<file path="config.mk">
export PLATFORM = sky130hd
export DESIGN_NAME = ram_fifo_ctrl
export DESIGN_NICKNAME = d
export VERILOG_FILES = /design/src/rtl/ram_fifo_ctrl.sv
export SDC_FILE = /design/constraint.sdc
export NUM_CORES = 1
export LEC_CHECK = 0
export ABC_AREA = 1
export CORE_ASPECT_RATIO = 2
export CORE_MARGIN = 2
export CORE_UTILIZATION = 40
export DETAILED_ROUTE_END_ITERATION = 10
export PLACE_DENSITY = 0.8
export SYNTH_ARGS = -nofsm -noshare
export SYNTH_HDL_FRONTEND = slang
export SYNTH_SLANG_ARGS = --single-unit
</file>
<file path="constraint.sdc">
create_clock -name clk_i -period 2.58 [get_ports clk_i]
set_input_delay 0.387 -clock clk_i [delete_from_list [all_inputs] [get_ports clk_i]]
set_output_delay 0.387 -clock clk_i [all_outputs]
set_load 0.01 [all_outputs]
</file>
<file path="src/rtl/ram_fifo_ctrl.sv">
// FIFO controller driving an external synchronous RAM; pointers, word count, sticky error flags and read-valid pipeline.
// Define RAM_FIFO_CTRL_OUTPUT_REG_EN when the RAM's registered output is enabled (2-cycle read latency).
module ram_fifo_ctrl #(
    parameter int DATA_WIDTH = 8,
    parameter int ADDR_WIDTH = 5
) (
    input  logic                  clk_i,
    input  logic                  rst_n_i,
    input  logic                  wr_i,
    input  logic [DATA_WIDTH-1:0] wr_data_i,
    output logic                  full_o,
    input  logic                  rd_i,
    output logic [DATA_WIDTH-1:0] rd_data_o,
    output logic                  rd_valid_o,
    output logic                  empty_o,
    output logic [ADDR_WIDTH:0]   used_words_o,
    output logic                  overflow_o,
    output logic                  underflow_o,
    output logic                  ram_wr_o,
    output logic [ADDR_WIDTH-1:0] ram_wr_addr_o,
    output logic [DATA_WIDTH-1:0] ram_wr_data_o,
    output logic                  ram_rd_o,
    output logic [ADDR_WIDTH-1:0] ram_rd_addr_o,
    output logic                  ram_output_reg_en_o,
    input  logic [DATA_WIDTH-1:0] ram_rd_data_i
);

`ifdef RAM_FIFO_CTRL_OUTPUT_REG_EN
    localparam int LAT = 2;
`else
    localparam int LAT = 1;
`endif

    localparam logic [ADDR_WIDTH:0]   FULL_CNT = {1'b1, {ADDR_WIDTH{1'b0}}};
    localparam logic [ADDR_WIDTH:0]   CNT_ONE  = (ADDR_WIDTH+1)'(1);
    localparam logic [ADDR_WIDTH-1:0] PTR_ONE  = ADDR_WIDTH'(1);

    logic [ADDR_WIDTH-1:0] wr_ptr;
    logic [ADDR_WIDTH-1:0] rd_ptr;
    logic [ADDR_WIDTH:0]   count;
    logic                  ovf;
    logic                  unf;
    logic [LAT:1]          vld_pipe;
    logic                  wr_acc;
    logic                  rd_acc;
    logic                  full;
    logic                  empty;

    assign full   = (count == FULL_CNT);
    assign empty  = (count == '0);
    // Full rejects writes even when a read frees a slot in the same cycle.
    assign wr_acc = wr_i && !full;
    assign rd_acc = rd_i && !empty;

    always_ff @(posedge clk_i or negedge rst_n_i) begin
        if (!rst_n_i) begin
            wr_ptr   <= '0;
            rd_ptr   <= '0;
            count    <= '0;
            ovf      <= 1'b0;
            unf      <= 1'b0;
            vld_pipe <= '0;
        end else begin
            if (wr_acc)
                wr_ptr <= wr_ptr + PTR_ONE;
            if (rd_acc)
                rd_ptr <= rd_ptr + PTR_ONE;
            if (wr_acc && !rd_acc)
                count <= count + CNT_ONE;
            else if (rd_acc && !wr_acc)
                count <= count - CNT_ONE;
            if (wr_i && !wr_acc)
                ovf <= 1'b1;
            if (rd_i && !rd_acc)
                unf <= 1'b1;
`ifdef RAM_FIFO_CTRL_OUTPUT_REG_EN
            vld_pipe <= {vld_pipe[1], rd_acc};
`else
            vld_pipe <= rd_acc;
`endif
        end
    end

    assign full_o        = full;
    assign empty_o       = empty;
    assign used_words_o  = count;
    assign overflow_o    = ovf;
    assign underflow_o   = unf;
    assign ram_wr_o      = wr_acc;
    assign ram_wr_addr_o = wr_ptr;
    assign ram_wr_data_o = wr_data_i;
    assign ram_rd_o      = rd_acc;
    assign ram_rd_addr_o = rd_ptr;
    assign rd_data_o     = ram_rd_data_i;
    assign rd_valid_o    = vld_pipe[LAT];

`ifdef RAM_FIFO_CTRL_OUTPUT_REG_EN
    // RAM output register loads while the raw read word sits on its array output.
    assign ram_output_reg_en_o = vld_pipe[1];
`else
    assign ram_output_reg_en_o = 1'b0;
`endif

endmodule

</file>
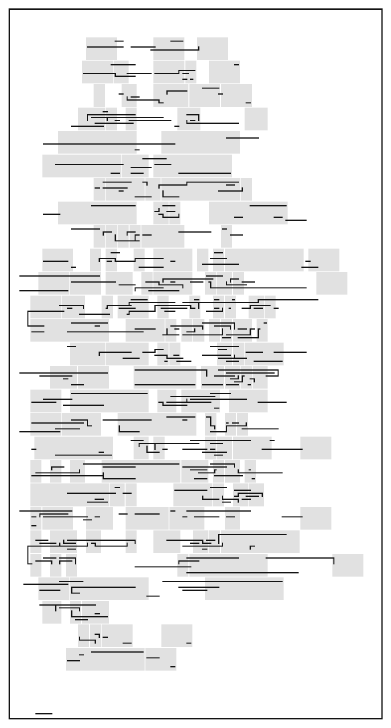
Fig. 1. Metal 1.
The wires run mostly horizontal. The layer holds 37% of the routed length. 152 nets have wire on it. The layer carries 898 um of wire. The longest straight run is 15.2 um.

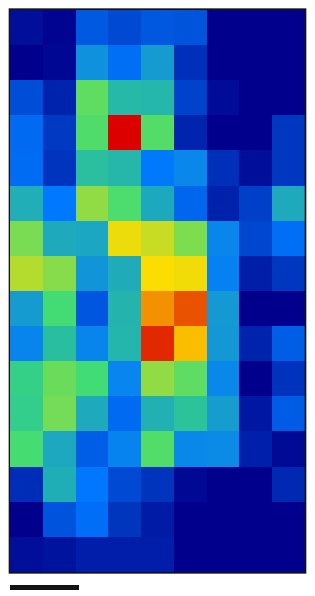
Fig. 2. Signal metal coverage by tile.
Bar = 10 um. The die is cut into 9 by 16 equal tiles; dark blue is low, red is high, scaled to the fullest tile. Values are wire area over tile area, all layers added.
20% of the tiles are nearly empty. The emptiest ninth of the die: north-east. The fullest tile reaches 0.44.

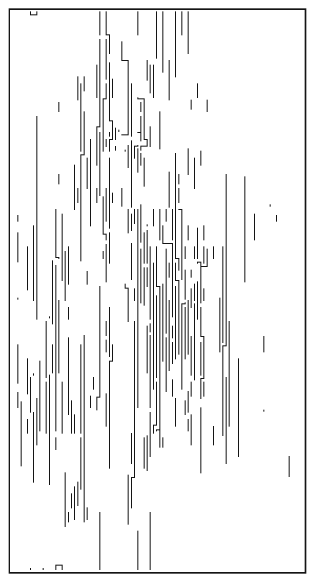
Fig. 3. M2 wires.
151 nets have wire on it. The layer holds 56% of the routed length. The longest straight run is 29.6 um. The layer carries 1370 um of wire. The wires run mostly vertical.

==> job_summary.md <==
### Metrics collected by this job

| Metric | Value |
|---|---|
| Most common cell in the synthesized netlist | nand2_1 |
| Most used cell, CP | ha_1 |
| Yosys Warn Count | 0 |
| Vias in the first global route | 955 |
| Post-synth regs | 19 |
| Sequential cell area share | 0.332 |
| Final Wtd Congestion | 0.845 |
| Critical Path Fanout Max | 8 |
| Synthesized Nets | 171 |
| Mux share | 0 |
| Layout non-clock buf frac | 0.187 |
| CTS buffer count | 3 |
| Buffers, non-clock | 27 |
| Non-clk invs | 16 |
| Filler cells | 300 |
| Top cells by count | nand2_1 (36), dfrtp_1 (19), buf_4 (17) |
| Largest logic family | simple AND/OR/NAND/NOR gates |
| Root Buffer | clkbuf_8 |
| Clock sink total | 19 |
| CP Depth | 11 |
| Latency at later pin | 250 ps |
| Power Density | 1250 nW/um2 |
| Die area | 3520 um2 |
| GRT Resource Usage Total | 0.155 |
| Vias per cell | 5.15 |
| Outcome | completed |
| Logic share of the area | 0.380 |
| Top delay family on crit path | simple AND/OR/NAND/NOR gates |
| Clkbuf count | 4 |
| Largest register FFs | 6 |
| Max-area cell share | 0.391 |
| Worst hold-check slack | 457 ps |
| Layout Nets | 185 |
| Fin Setup TNS | 0 ps |
| Register share after synthesis | 0.391 |
| Cells in synth_stat.txt | 142 |
| Worst Hold Class | flop to flop |
| Clock Skew | 2.69 ps |
| PortBufs | 26 |
| DRT antenna net count | 0 |
| RSZ-0062 raised after global routing | no |
| DPL Wire Length | 1910 um |
| # IOs | 60 |
| Dominant logic cell types in the final layout | nand2_1 (36), clkdlybuf4s50_1 (26), dfrtp_1 (19) |
| Syn_area_per_cell | 8.56 um2 |
| Floorplan core density | 0.413 |
| Die Height | 82.0 um |
| Tap cells | 30 |
| Xor/xnor share | 0.0648 |
| Max stage delay on crit path | 470 ps |
| Critical R2R Launch | used_words_o[0] |
| Chip width | 43.0 um |
| Distinct lib cells | 23 |
| Clock Tree Buf Depth | 2 |
| Setup crit end | used_words_o[5] |
| Quantity of hold-fixing buffers added after cts | 0 |
| Arrival time worst endpoint | 2490 ps |
| Clk slew on worst S/H paths | 70 ps |
| DP Area | 1390 um2 |
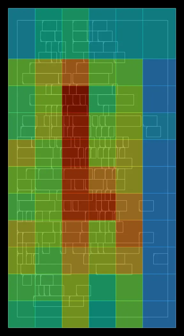
Fig. 4. Congestion heat map.
met2 usage: 0.274
met1 usage: 0.160
GR Layer Usage met3: 0.0242

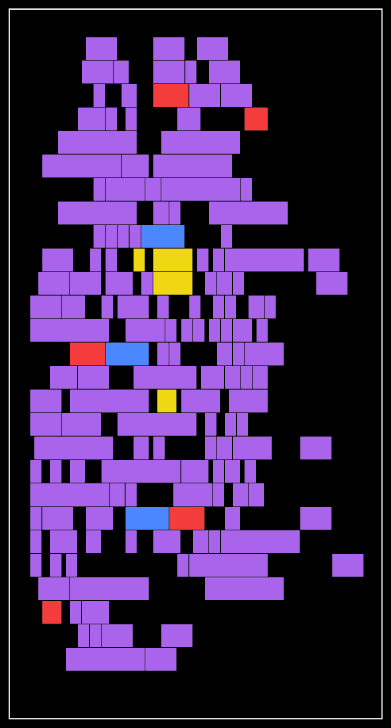
Fig. 5. Cells by drive strength.
Red stands for drive 3 to 4, cells 5, share 3.2%, most used nand2_4. Purple stands for drive 1 or less, cells 143, share 92%, most used nand2_1. Blue stands for drive 6 and up, cells 3, share 1.9%, most used clkbuf_8. Yellow stands for drive 2, cells 4, share 2.6%, most used nand4_2.

## report_power, final
group / total [mW] / internal [mW] / switching [mW]
combinational: 0.973 / 0.504 / 0.469
clock: 0.201 / 0.110 / 0.0911
sequential: 0.617 / 0.437 / 0.180
total: 1.79 / 1.05 / 0.741
## worst register-to-register path: stages (launching register included)
cell and delay (ps):
dfrtp_1 470, nor2_2 210, nand4_2 150, nand2_4 140
inv_2 60, ha_1 230, inv_1 180, ha_1 310
a21oi_1 210, nand4_1 120, nand3_1 90, nand2_1 50
## stage by stage
step | setup WS, ps | cells
final | 238 | 185
after global routing | 60.4 | 185
after CTS | 252 | 185
after detailed placement | 200 | 181
after global placement | 275 | 181
after floorplan | 501 | 142
## per-layer routing
layer,track usage,vias up
met4,0.112,0
li1,-,453
met2,0.274,37
met1,0.160,457
met5,0,-
met3,0.0242,6
Power is estimated from default activity; no workload was simulated.
